### config.mk
export PLATFORM = sky130hd
export DESIGN_NAME = ascii_to_scan_seq
export DESIGN_NICKNAME = d
export VERILOG_FILES = /design/src/rtl/ascii_to_scan_seq.sv
export SDC_FILE = /design/constraint.sdc
export NUM_CORES = 1
export LEC_CHECK = 0
export ABC_AREA = 1
export CORE_MARGIN = 4
export CORE_UTILIZATION = 45
export CTS_CLUSTER_DIAMETER = 200
export DETAILED_ROUTE_END_ITERATION = 6
export PLACE_DENSITY_LB_ADDON = 0.15
export REMOVE_ABC_BUFFERS = 1
export SYNTH_ARGS = -nofsm -noshare
export SYNTH_HDL_FRONTEND = slang
export SYNTH_SLANG_ARGS = --single-unit
### constraint.sdc
create_clock -name clk50 -period 2.8 [get_ports clk50]
set_input_delay 0.56 -clock clk50 [delete_from_list [all_inputs] [get_ports clk50]]
set_output_delay 0.56 -clock clk50 [all_outputs]
set_load 0.1 [all_outputs]
### src/rtl/ascii_to_scan_seq.sv
// Keystroke sequencer: one ASCII character in, PS/2 Set-2 make/break bytes out on a valid/ready stream.
// Define SHIFT_SEQ_EN to wrap shifted characters in LShift make (12) and break (F0 12).
module ascii_to_scan_seq #(
    parameter int unsigned GAP_CYCLES = 0
) (
    input  logic       clk50,
    input  logic       reset,
    input  logic       ascii_vld,
    input  logic [7:0] ascii_data,
    output logic       ascii_rdy,
    output logic       scan_vld,
    output logic [7:0] scan_data,
    input  logic       scan_rdy,
    output logic       err
);

    localparam logic [7:0] GAP_LOAD     = (GAP_CYCLES == 0) ? 8'd0 : 8'(GAP_CYCLES - 1);
    localparam logic [7:0] BREAK_PREFIX = 8'hF0;

`ifdef SHIFT_SEQ_EN
    localparam logic [7:0] LSHIFT_CODE = 8'h12;

    typedef enum logic [2:0] {
        IDLE, SH_MK, KEY_MK, BRK_F0, KEY_BRK, SH_F0, SH_BRK, GAP
    } state_t;
`else
    typedef enum logic [2:0] {
        IDLE, KEY_MK, BRK_F0, KEY_BRK, GAP
    } state_t;
`endif

    state_t     state, state_next;
    state_t     resume, resume_next;
    state_t     after_byte;
    logic [7:0] gap_cnt, gap_cnt_next;
    logic [7:0] key_code;
    logic [7:0] folded;
    logic [7:0] lk_code;
    logic       lk_mapped;
    logic       accept;
`ifdef SHIFT_SEQ_EN
    logic       key_shift;
    logic       lk_shift;
`endif

    assign ascii_rdy = reset & (state == IDLE);
    assign accept    = ascii_vld & ascii_rdy;

    // Lower-case letters share the upper-case key code, so fold them first.
    always_comb begin
        folded = ascii_data;
        if (ascii_data >= 8'h61 && ascii_data <= 8'h7A)
            folded = ascii_data - 8'h20;
        lk_mapped = 1'b1;
        lk_code   = 8'h00;
        case (folded)
            8'h30: lk_code = 8'h45;
            8'h31: lk_code = 8'h16;
            8'h32: lk_code = 8'h1E;
            8'h33: lk_code = 8'h26;
            8'h34: lk_code = 8'h25;
            8'h35: lk_code = 8'h2E;
            8'h36: lk_code = 8'h36;
            8'h37: lk_code = 8'h3D;
            8'h38: lk_code = 8'h3E;
            8'h39: lk_code = 8'h46;
            8'h41: lk_code = 8'h1C;
            8'h42: lk_code = 8'h32;
            8'h43: lk_code = 8'h21;
            8'h44: lk_code = 8'h23;
            8'h45: lk_code = 8'h24;
            8'h46: lk_code = 8'h2B;
            8'h47: lk_code = 8'h34;
            8'h48: lk_code = 8'h33;
            8'h49: lk_code = 8'h43;
            8'h4A: lk_code = 8'h3B;
            8'h4B: lk_code = 8'h42;
            8'h4C: lk_code = 8'h4B;
            8'h4D: lk_code = 8'h3A;
            8'h4E: lk_code = 8'h31;
            8'h4F: lk_code = 8'h44;
            8'h50: lk_code = 8'h4D;
            8'h51: lk_code = 8'h15;
            8'h52: lk_code = 8'h2D;
            8'h53: lk_code = 8'h1B;
            8'h54: lk_code = 8'h2C;
            8'h55: lk_code = 8'h3C;
            8'h56: lk_code = 8'h2A;
            8'h57: lk_code = 8'h1D;
            8'h58: lk_code = 8'h22;
            8'h59: lk_code = 8'h35;
            8'h5A: lk_code = 8'h1A;
            8'h20: lk_code = 8'h29;
            8'h0D: lk_code = 8'h5A;
            8'h08: lk_code = 8'h66;
            8'h09: lk_code = 8'h0D;
            8'h7E: lk_code = 8'h0E;
            8'h5F: lk_code = 8'h4E;
            8'h2B: lk_code = 8'h55;
            8'h7B: lk_code = 8'h54;
            8'h7D: lk_code = 8'h5B;
            8'h7C: lk_code = 8'h5D;
            8'h3A: lk_code = 8'h4C;
            8'h22: lk_code = 8'h52;
            8'h3C: lk_code = 8'h41;
            8'h3E: lk_code = 8'h49;
            8'h3F: lk_code = 8'h4A;
            default: lk_mapped = 1'b0;
        endcase
    end

`ifdef SHIFT_SEQ_EN
    always_comb begin
        case (ascii_data)
            8'h7E, 8'h5F, 8'h2B, 8'h7B, 8'h7D, 8'h7C,
            8'h3A, 8'h22, 8'h3C, 8'h3E, 8'h3F: lk_shift = 1'b1;
            default:                          lk_shift = 1'b0;
        endcase
    end
`endif

    always_ff @(posedge clk50) begin
        if (!reset) begin
            state    <= IDLE;
            resume   <= IDLE;
            gap_cnt  <= 8'd0;
            key_code <= 8'd0;
            err      <= 1'b0;
`ifdef SHIFT_SEQ_EN
            key_shift <= 1'b0;
`endif
        end else begin
            state   <= state_next;
            resume  <= resume_next;
            gap_cnt <= gap_cnt_next;
            err     <= accept & ~lk_mapped;
            if (accept && lk_mapped) begin
                key_code <= lk_code;
`ifdef SHIFT_SEQ_EN
                key_shift <= lk_shift;
`endif
            end
        end
    end

    // Each byte state names its successor; a handshake either jumps there or parks in GAP first.
    always_comb begin
        state_next   = state;
        resume_next  = resume;
        gap_cnt_next = gap_cnt;
        after_byte   = IDLE;
        scan_vld     = 1'b0;
        scan_data    = 8'h00;
        case (state)
            IDLE: begin
                if (accept && lk_mapped) begin
`ifdef SHIFT_SEQ_EN
                    state_next = lk_shift ? SH_MK : KEY_MK;
`else
                    state_next = KEY_MK;
`endif
                end
            end
`ifdef SHIFT_SEQ_EN
            SH_MK: begin
                scan_vld   = 1'b1;
                scan_data  = LSHIFT_CODE;
                after_byte = KEY_MK;
            end
`endif
            KEY_MK: begin
                scan_vld   = 1'b1;
                scan_data  = key_code;
                after_byte = BRK_F0;
            end
            BRK_F0: begin
                scan_vld   = 1'b1;
                scan_data  = BREAK_PREFIX;
                after_byte = KEY_BRK;
            end
            KEY_BRK: begin
                scan_vld   = 1'b1;
                scan_data  = key_code;
`ifdef SHIFT_SEQ_EN
                after_byte = key_shift ? SH_F0 : IDLE;
`else
                after_byte = IDLE;
`endif
            end
`ifdef SHIFT_SEQ_EN
            SH_F0: begin
                scan_vld   = 1'b1;
                scan_data  = BREAK_PREFIX;
                after_byte = SH_BRK;
            end
            SH_BRK: begin
                scan_vld   = 1'b1;
                scan_data  = LSHIFT_CODE;
                after_byte = IDLE;
            end
`endif
            GAP: begin
                if (gap_cnt == 8'd0)
                    state_next = resume;
                else
                    gap_cnt_next = gap_cnt - 8'd1;
            end
            default: state_next = IDLE;
        endcase

        if (scan_vld && scan_rdy) begin
            if (GAP_CYCLES > 0) begin
                state_next   = GAP;
                resume_next  = after_byte;
                gap_cnt_next = GAP_LOAD;
            end else begin
                state_next = after_byte;
            end
        end
    end

endmodule

**The metal 2 layer**

Cells faint in the background.
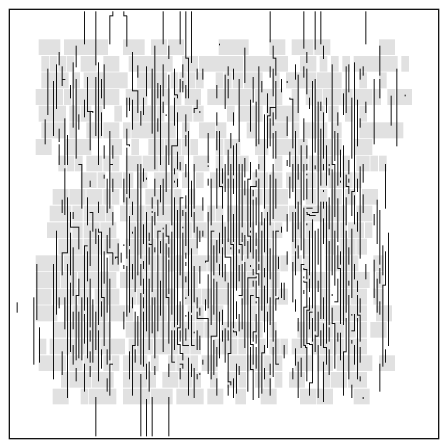
share of all routed wire = 46%
nets with wire on the layer = 353
longest straight run = 29.2 µm
wire length on this layer = 3,060 µm

**Routed metal, one color a layer**

Two of the layers only.
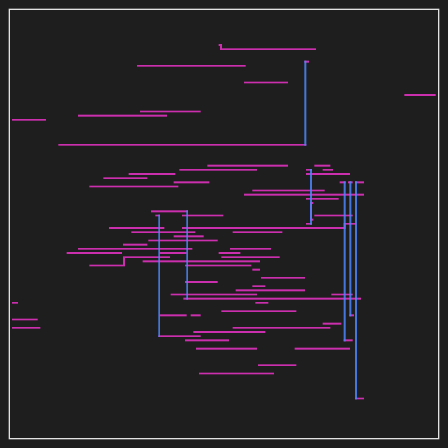
blue -> M4  # wire length 139 µm
magenta -> M3  # wire length 597 µm

==> results.json <==
{
  "status": "finished, final reports clean",
  "drt_wl_total_um": 6630,
  "hold-path-endpoint": "key_code[6]$_SDFFE_PN0P_",
  "regArea_um2": 200,
  "yosys_cells": 301,
  "area_delta_synth_final_pct": 56.4,
  "hold_start": "key_code[6]$_SDFFE_PN0P_",
  "finalClockPeriodUsage_pct": 95.1,
  "common_cells": "nand2_1, nor2_1, inv_1, nand3_1, o21ai_0",
  "p_leak_nw": 1.47,
  "yosys_warnings": 0,
  "cts_sinks": 10,
  "viasPerCell": 5.35,
  "design_area_um2": 2700,
  "grt_pass1_wl_um": 10800,
  "n_antenna_cell": 0,
  "ff2ff_path_depth": 8,
  "crit_path_start": "ascii_data[7]",
  "grt_use_total_pct": 26.4,
  "ff_type": "dfxtp_1",
  "wire_per_inst_um": 14.5,
  "dpl_cell_area_um2": 2570,
  "worst_pin_slew_ns": 0.486,
  "nNonClkInverters": 39,
  "die-area_um2": 4900,
  "maxCapViolCount": 0,
  "die_height_um": 70.0,
  "netlist_top_cells_area": "nand2_1, nor2_1, dfxtp_1, nand3_1, inv_1",
  "numCtsBuffers": 3,
  "antenna_found_initial": 0,
  "path_class": "in2reg",
  "clock_skew_ns": 0.00537,
  "synth_area_um2": 1730,
  "drive_above_1_share_pct": 36.6,
  "ioPinCount": 23,
  "nWellTaps": 48,
  "core_um2": 3690,
  "cts.clk_slew.worst_paths_ns": 0.05,
  "synthDistinctLibCells": 35
}
[timing repair]
item	4_1_cts	5_1_grt
resized	3	17
gates cloned	0	1
setup buffers	1	4
endpoints found under the setup margin	10	10
hold endpoints to repair	0	0
pin swaps	1	9
[flip-flops by register name (all words and copies together) (netlist names)]
name / flops
key_code: 7
err: 1
state: 2
[critical path, stage by stage]
cell and delay (ns):
clkdlybuf4s50_1 0.46, nor2_4 0.19, nand4_2 0.16, nand2_4 0.12, nor2_4 0.06, buf_4 0.14
buf_4 0.14, nand3_1 0.10, nand2_1 0.08, nor2_1 0.12, nand3_1 0.15, nor2_4 0.19
nand2_4 0.11, nand2_1 0.09, nand2_1 0.05, a21oi_1 0.11
[per-layer routing]
layer / up-vias / part of all wire [%] / track usage (%)
met5: - / 0 / 0
met4: 0 / 2.1 / 4.47
met3: 14 / 9.0 / 5.47
met2: 137 / 46 / 43.3
met1: 1082 / 43 / 36.1
li1: 1216 / - / -
[through the flow]
stage               utilization [%]  TNS [ns]  hold slack (ns)  std cells  setup slack [ns]
floorplan                         -         0            0.451        297             0.367
global placement               69.6     -2.67            0.468        449            -0.289
detailed placement             69.6     -3.03            0.474        449            -0.333
CTS                            71.0         0            0.493        453            0.0132
global route                   73.3   -0.0953            0.516        458           -0.0506
finish                         73.3         0            0.492        458             0.137
[report_power, final]
part / switching, mW / internal, mW
combinational: 0.202 / 0.120
sequential: 0.00611 / 0.151
clock: 0.0567 / 0.0942
[cell families after synthesis]
group	share of synthesized area, %
AND-OR/OR-AND	18.1
adder cells (fa/ha/maj)	3.62
flip-flops	11.6
AND/OR/NAND/NOR	54.9
multiplexers	0.651
buffers and inverters	11.1
